`src/rtl/mdu_ctrl.sv`:
```
// Iterative multiply/divide sequencer owning HI/LO: shift-add multiply,
// restoring divide, one step per cycle over WIDTH iterations.
module mdu_ctrl #(
  parameter int WIDTH = 32
) (
  input  logic             clk,
  input  logic             reset,
  input  logic             start,
  input  logic [1:0]       op,
  input  logic [WIDTH-1:0] srca,
  input  logic [WIDTH-1:0] srcb,
  input  logic             mthi,
  input  logic             mtlo,
  output logic             busy,
  output logic             done,
  output logic [WIDTH-1:0] hi,
  output logic [WIDTH-1:0] lo
);

  localparam int CW = $clog2(WIDTH) + 1;
  localparam logic [CW-1:0] LAST = CW'(WIDTH - 1);

  typedef enum logic [1:0] {IDLE, PREP, ITER, FIX} state_t;

  state_t               state, state_nx;
  logic [WIDTH-1:0]     a_q, b_q;
  logic [1:0]           op_q;
  logic [2*WIDTH-1:0]   acc, acc_step, prod_fix;
  logic [CW-1:0]        cnt;
  logic                 sign_q, sign_r;
  logic                 is_div, is_signed, div_zero;
  logic [WIDTH-1:0]     mag_a, mag_b, div_diff, quo_fix, rem_fix;
  logic [WIDTH:0]       mul_sum, div_top;

  assign is_div    = op_q[1];
  assign is_signed = ~op_q[0];
  assign div_zero  = is_div && (b_q == '0);
  assign mag_a     = (is_signed && a_q[WIDTH-1]) ? -a_q : a_q;
  assign mag_b     = (is_signed && b_q[WIDTH-1]) ? -b_q : b_q;
  assign busy      = (state != IDLE);

  always_ff @(posedge clk or negedge reset) begin
    if (!reset) state <= IDLE;
    else        state <= state_nx;
  end

  always_comb begin
    state_nx = state;
    case (state)
      IDLE:    if (start) state_nx = PREP;
      PREP:    state_nx = div_zero ? FIX : ITER;
      ITER:    if (cnt == LAST) state_nx = FIX;
      FIX:     state_nx = IDLE;
      default: state_nx = IDLE;
    endcase
  end

  // Multiply: acc = {partial product, remaining multiplier bits}.
  // Divide:   acc = {partial remainder, dividend bits / quotient bits}.
  always_comb begin
    mul_sum  = {1'b0, acc[2*WIDTH-1:WIDTH]} + (acc[0] ? {1'b0, a_q} : '0);
    div_top  = acc[2*WIDTH-1:WIDTH-1];
    div_diff = div_top[WIDTH-1:0] - b_q;
    if (is_div)
      acc_step = (div_top >= {1'b0, b_q}) ? {div_diff, acc[WIDTH-2:0], 1'b1}
                                          : {div_top[WIDTH-1:0], acc[WIDTH-2:0], 1'b0};
    else
      acc_step = {mul_sum, acc[WIDTH-1:1]};
    prod_fix = sign_q ? -acc : acc;
    quo_fix  = sign_q ? -acc[WIDTH-1:0] : acc[WIDTH-1:0];
    rem_fix  = sign_r ? -acc[2*WIDTH-1:WIDTH] : acc[2*WIDTH-1:WIDTH];
  end

  always_ff @(posedge clk or negedge reset) begin
    if (!reset) begin
      a_q    <= '0;
      b_q    <= '0;
      op_q   <= '0;
      acc    <= '0;
      cnt    <= '0;
      sign_q <= 1'b0;
      sign_r <= 1'b0;
      hi     <= '0;
      lo     <= '0;
      done   <= 1'b0;
    end else begin
      done <= 1'b0;
      case (state)
        IDLE: begin
          if (start) begin
            a_q  <= srca;
            b_q  <= srcb;
            op_q <= op;
          end else begin
            if (mthi) hi <= srca;
            if (mtlo) lo <= srca;
          end
        end
        PREP: begin
          cnt    <= '0;
          sign_q <= is_signed & (a_q[WIDTH-1] ^ b_q[WIDTH-1]);
          sign_r <= is_signed & a_q[WIDTH-1];
          // Divide-by-zero result is preloaded and the sign fixup disabled.
          if (div_zero) begin
            acc    <= {a_q, {WIDTH{1'b1}}};
            sign_q <= 1'b0;
            sign_r <= 1'b0;
          end else if (is_div) begin
            acc <= {{WIDTH{1'b0}}, mag_a};
            b_q <= mag_b;
          end else begin
            acc <= {{WIDTH{1'b0}}, mag_b};
            a_q <= mag_a;
          end
        end
        ITER: begin
          acc <= acc_step;
          cnt <= cnt + CW'(1);
        end
        FIX: begin
          done <= 1'b1;
          if (is_div) begin
            hi <= rem_fix;
            lo <= quo_fix;
          end else begin
            hi <= prod_fix[2*WIDTH-1:WIDTH];
            lo <= prod_fix[WIDTH-1:0];
          end
        end
        default: ;
      endcase
    end
  end

endmodule
```
`config.mk`:
```
export PLATFORM = sky130hd
export DESIGN_NAME = mdu_ctrl
export DESIGN_NICKNAME = d
export VERILOG_FILES = /design/src/rtl/mdu_ctrl.sv
export SDC_FILE = /design/constraint.sdc
export NUM_CORES = 1
export LEC_CHECK = 0
export CAP_MARGIN = 20
export CORE_MARGIN = 2
export CORE_UTILIZATION = 30
export DETAILED_ROUTE_END_ITERATION = 8
export HOLD_SLACK_MARGIN = 0.05
export PLACE_DENSITY_LB_ADDON = 0.3
export REMOVE_ABC_BUFFERS = 1
export SYNTH_ARGS = -nofsm -noshare
export SYNTH_HDL_FRONTEND = slang
export SYNTH_SLANG_ARGS = --single-unit
export TNS_END_PERCENT = 1
```
`constraint.sdc`:
```
create_clock -name clk -period 4 [get_ports clk]
set_input_delay 1.2 -clock clk [delete_from_list [all_inputs] [get_ports clk]]
set_output_delay 1.2 -clock clk [all_outputs]
set_load 0.03 [all_outputs]
```
==> out/notes.md, run 1 <==
Count of flip-flops with a built-in enable after synthesis: 0. Per the cell usage report, the commonest logic cell in the layout is sky130_fd_sc_hd__o21ai_0. The run gives 36.03% as the met2 global-route usage. Clock tree buffers and inverters occupy 4.290% of the routed design's cell area. With the largest stage delay on the critical path at 0.53 ns, the horizontal die dimension is 243.1 um. The worst hold path depth was 1.

In this run, post-CTS repair resized a total of 0 instances. The logs give 17.12k for the vias after detailed routing and 81 for the count of distinct cell types in the synthesized netlist. Startpoint of the tightest hold check path: lo[12]$_DFFE_PN0P_.

The shortest clock period the worst path allows after layout is 3.726 ns.

The dominant non-sequential cell family after synthesis is AND-OR/OR-AND gates. Count of boundary I/O pins: 137. The main flop type was sky130_fd_sc_hd__dfrtp_1.

The non-clock inverters instantiated in the layout total 74. The cell area that synthesis handed to floorplanning was 17,140 um^2. The run finished with clean final reports. The detailed router reports a met2 wire length of 30.91 mm. The run gives 3,061 as the final cell count without fillers.

Post-synthesis, Yosys gives the total cell area as 17,140 um^2. In this run the full chip footprint comes out at 59,080 um^2. The antenna cell count was 3. The first routing iteration left 1,528 violations. Once placement completed, the tool counted placed cells totaling 3,012. For reference, the final report shows the hold violation count at 0. With the core utilization before placement at 30.35%, the sequential cell count is 205.

The run gives 1 for the depth of the CTS H-tree. The run gives 69.54 mm as the routed wire length. Multiplexer area fraction after synthesis: 4.539%.

The tools report the via count of the first global-routing pass as 16.40k. Signal nets in the final route climb as high as met5.

Counting the clock-network buffers in the layout gives 34. Entering global routing, the biggest net connects 98 pins. The met3 global-route usage was 3.195%.

Sequential elements use 29.92% of the synthesized area.
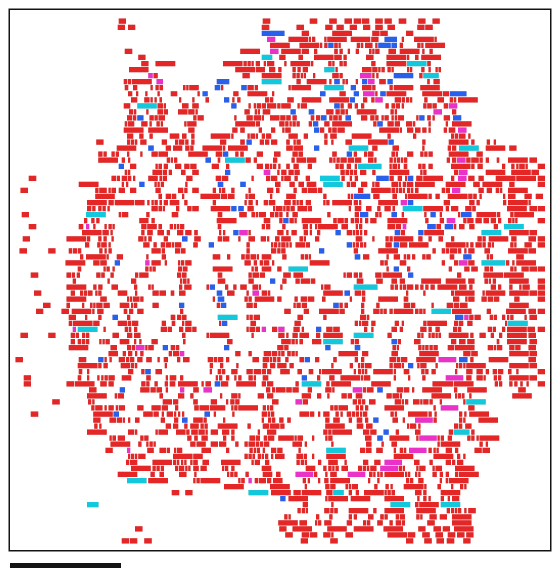
run_1/drive_strength.png
Scale bar: 50 um.
blue -> drive 3 to 4  # cells 104, share 4.5%, most used buf_4
cyan -> drive 6 and up  # cells 36, share 1.6%, most used clkbuf_16
magenta -> drive 2  # cells 46, share 2.0%, most used mux2_2
red -> drive 1 or less  # cells 2,116, share 92%, most used o21ai_0

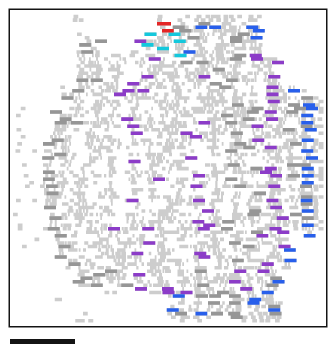
run_1/registers.png
Scale bar: 50 um. Other sequential cells in the stronger gray, the rest of the logic in the fainter gray.
blue -> `lo`  # flops 32
purple -> `acc`  # flops 64
red -> `op_q`  # flops 2
cyan -> `cnt`  # flops 6, where north
not colored = 101

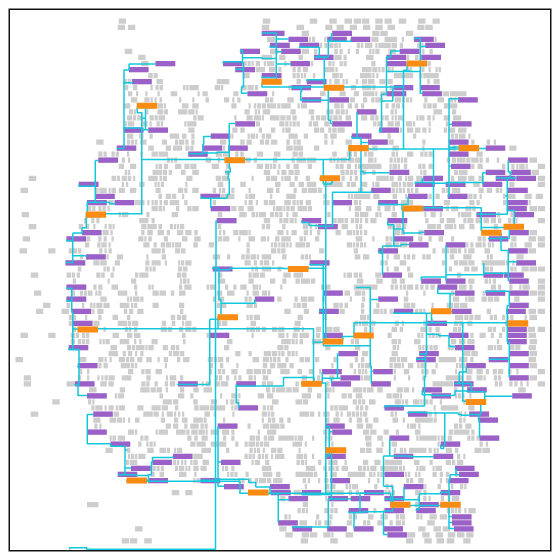
run_1/clock_map.png
orange -> cells driving clock nets  # count 26
purple -> flip-flops  # count 205
cyan -> clock wires  # length 3,540 um
routed clock nets = 27
flops lie = widely spread

==> inputs of run 2 (changes only) <==
--- a/config.mk
+++ b/config.mk
@@ -8,6 +8,7 @@
 export CAP_MARGIN = 20
 export CORE_MARGIN = 2
 export CORE_UTILIZATION = 30
+export CTS_CLUSTER_SIZE = 25
 export DETAILED_ROUTE_END_ITERATION = 8
 export HOLD_SLACK_MARGIN = 0.05
 export PLACE_DENSITY_LB_ADDON = 0.3
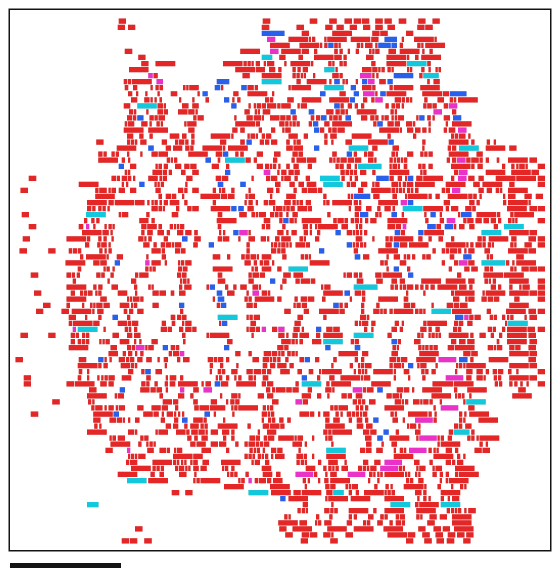
run_2/drive_strength.png
Scale bar: 50 um.
red -> drive 1 or less  # cells 2,116, share 92%, most used o21ai_0
blue -> drive 3 to 4  # cells 104, share 4.5%, most used buf_4
cyan -> drive 6 and up  # cells 36, share 1.6%, most used clkbuf_16
magenta -> drive 2  # cells 46, share 2.0%, most used mux2_2

==> out/notes.md, run 2 <==
The timing report gives the biggest stage delay along the critical path as 0.53 ns. The startpoint of the tightest hold check path is lo[12]$_DFFE_PN0P_. With the worst hold path depth at 1, the multiplexer area fraction after synthesis is 4.539%.

Entering global routing, the biggest net connects 98 pins. The sequential cell count is 205, and the number of ordinary inverters in the final layout is 74. The vias after detailed routing was 17.12k; the met3 global-route usage was 3.195%. The run reported a max-capacitance violation count of 0. After synthesis, flip-flops and latches occupy 29.92% of the total area. In this run, the synthesized area fraction spent on adder and majority cells is recorded as 5.634%. The final count of negative-setup-slack endpoints is 0. Yosys stat counts 2,180 cells in the synthesized netlist.

Post-CTS repair ended up resizing 0 cells. In this run the cell area of the synthesized design comes to 17,140 um^2. In the floorplan report the effective utilization is 30.35%. The number of hold violations in the final report is 0, and the largest driver fanout on the critical path is 15. Detailed-route iteration 0 reported a violation count of 1,528. The global routing usage on met1 came out at 33.36%. Worst setup path endpoint: acc[47]$_DFFE_PN0P_.

The number of flip-flops and latches in the synthesized netlist is 205. The dominant non-sequential cell family after synthesis was AND-OR/OR-AND gates.

Per the detail_route log, the uppermost layer with routed signals is met5. After floorplanning, the core was divided into 87 placement rows. In this run, distinct cell masters in the synthesized netlist total 81.

OpenSTA, run right after detailed placement, puts the worst setup slack at 0.3019 ns. In the global route stage, overall resource usage came out at 23.00%. The horizontal die dimension works out to 243.1 um. The layout summary lists the proportion of cells stronger than drive strength 1 as 8.080%.

In the finished layout, the clock tree contains a buffer count of 34. The post-synth count of flops with an enable pin is 0. For the tightest slew margin relative to the limit, the log shows 37.80%.

Summed over all nets, wire length on met2 after detailed routing comes to 30.91 mm. Per the final report, the share of cell area in clock cells is 4.290%. The run gives 16.40k as the via count of the first global-routing pass. After synthesis, the chip area reported by Yosys is 17,140 um^2. The cell count after placement is 3,012. Cell with the largest stage delay on the worst path: sky130_fd_sc_hd__dfrtp_1.

By instance count after routing, the leading logic cell type is sky130_fd_sc_hd__o21ai_0. The run gives 69.54 mm for the routed wire length. The run finished with clean final reports.

Across the whole layout, storage elements account for 5134 um^2. The count of boundary I/O pins is 137. After layout, the worst setup slack is 0.2736 ns. The logs give 36.03% for the met2 global-route usage and 59,080 um^2 for the overall chip area. The tools report the depth of the CTS H-tree as 1. Once layout is complete, the cells apart from fillers number 3,061.

Per the detail_route report, DRC violations left total 0. The main flop type was sky130_fd_sc_hd__dfrtp_1. Element type at the critical path start: a flop. For this run, the script counts the antenna cells in the layout as 3.
==> inputs of run 3 (changes only) <==
--- a/config.mk
+++ b/config.mk
@@ -13,6 +13,7 @@
 export HOLD_SLACK_MARGIN = 0.05
 export PLACE_DENSITY_LB_ADDON = 0.3
 export REMOVE_ABC_BUFFERS = 1
+export SLEW_MARGIN = 20
 export SYNTH_ARGS = -nofsm -noshare
 export SYNTH_HDL_FRONTEND = slang
 export SYNTH_SLANG_ARGS = --single-unit
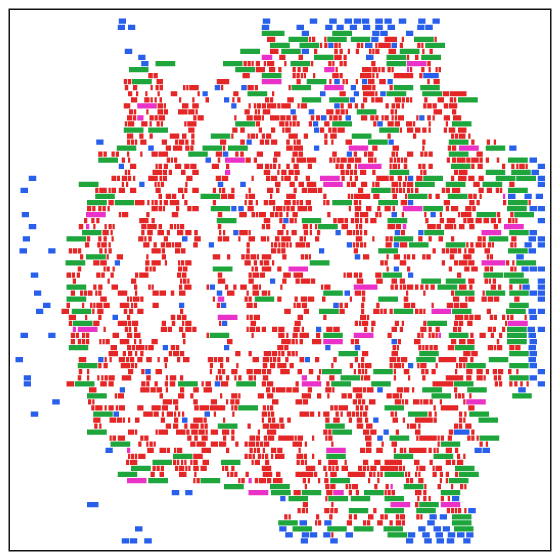
run_3/cell_classes.png
blue -> other buffers and delay cells  # cells 222
green -> flip-flops  # cells 205
red -> all other logic  # cells 1,829
magenta -> clock drivers and dummy loads  # cells 46

==> out/notes.md, run 3 <==
Synthesis inferred 205 register bits. The tools report the combined area of all synthesized cells as 17,140 um^2. Routed signal wires occupy layers up through met5.

After layout, the worst setup slack is 0.2736 ns. Post-CTS repair ended up resizing 0 cells. Most common library cell in the layout ignoring fill and taps: sky130_fd_sc_hd__o21ai_0. The horizontal die dimension came out at 243.1 um.

The clock tree root driver cell is sky130_fd_sc_hd__clkbuf_16. The run gives 3 for the maximum buffer depth of the clock tree. Hold-check failures listed in the final report amount to 0. The shortest clock period the worst path allows after layout works out to 3.726 ns. The largest total area in the synthesized netlist belongs to sky130_fd_sc_hd__dfrtp_1. Per Yosys stat, the portion of area used by sequential elements is 29.92%.

The async set-or-reset flop fraction in the synthesized netlist is 100.0%. The logs give 87 for the floorplan row count and 0 for the aggregate global routing overflow. The number of clock buffers in the layout came out at 34. Measured in cells, the most critical reg-to-reg path has a length of 13.

Via count of the first global-routing pass: 16.40k. The die height came out at 243.1 um. The number of sequential cells reported for the layout is 205. Looking at the cell usage after synthesis, the top flip-flop cell is sky130_fd_sc_hd__dfrtp_1. Startpoint of the tightest hold check path: lo[12]$_DFFE_PN0P_.

The main area contributors are sky130_fd_sc_hd__dfrtp_1, sky130_fd_sc_hd__o21ai_0, sky130_fd_sc_hd__a21oi_1. In this run the full chip footprint comes out at 59,080 um^2. The flow ran to the end, and the final reports show no timing, DRC or antenna violations.

The finished layout reports a core utilization of 36.29%. The largest stage delay on the critical path came out at 0.53 ns. The logs give 0 for the total number of yosys warnings and 0 for the number of routed nets with antenna violations. The post-synth count of flops with an enable pin is 0. The netlist uses 81 different library cells.

The run gives 0 as the final count of negative-setup-slack endpoints. The final cell count without fillers was 3,061.

The met2 global-route usage is 36.03%, and the largest driver fanout on the critical path is 15. The tools report the first element of the critical path as acc[0]$_DFFE_PN0P_. Summing all multiplexer cells gives an area fraction of 4.539%. The largest net degree at the start of global routing is 98, and the xor and xnor area share after synthesis is 8.838%.

With the depth of the CTS H-tree at 1, the synthesis area per yosys is 17,140 um^2. In the synthesized netlist, the number of instances is 2,180. For this configuration, the core starts out at a cell density of 30.35%.

Setup repair after global routing left no endpoint under its margin. The routed wire length is 69.54 mm.

The sequential cells in the finished layout cover a total of 5134 um^2. Among all stages on the critical path, the largest delay is contributed by sky130_fd_sc_hd__dfrtp_1. With the cell total in the yosys stat output at 2,180, the area fraction in and, or, nand and nor cells is 20.01%.

The violation tally recorded at the end of detailed-routing iteration 0 is 1,528. For the area inside the core boundary, the log shows 56,500 um^2. met1 track demand over resource after global routing is 33.36%.

On met3, the global router reports a usage of 3.195%. The cell count after placement is 3,012.

By count the netlist is led by sky130_fd_sc_hd__o21ai_0, sky130_fd_sc_hd__nand2_1, sky130_fd_sc_hd__a21oi_1, sky130_fd_sc_hd__dfrtp_1, sky130_fd_sc_hd__nor2_1. For the number of max-capacitance violations reported, the log shows 0. The worst hold path depth was 1.

Of all the cell area in the finished design, the clock network holds 4.290%. In the global route stage, overall resource usage came out at 23.00%. The dominant non-sequential cell family after synthesis was AND-OR/OR-AND gates. The fraction of final layout cells sized beyond drive strength 1 was 8.080%. The max-slew check reports its worst relative slack as 37.80%. The worst setup path endpoint is acc[47]$_DFFE_PN0P_.

The logs give 3 for the antenna cell count and 30.91 mm for the routed length on met2. The slack of the worst reg-to-reg path is 0.27 ns. Per the synthesis report, the adder-cell share of the synthesized area is 5.634%.

The worst slack at placement was 0.3019 ns; the detailed-route DRC error count was 0. The count of boundary I/O pins came out at 137. The layout buffer count excluding clock buffers was 222. Per the detail_route report, vias per standard cell equal 5.593. For the vias after detailed routing, the log shows 17.12k.

Counting the inverters off the clock network in the layout gives 74. The most critical min-delay path falls under reg2reg. STA classifies the critical path startpoint as a flop.
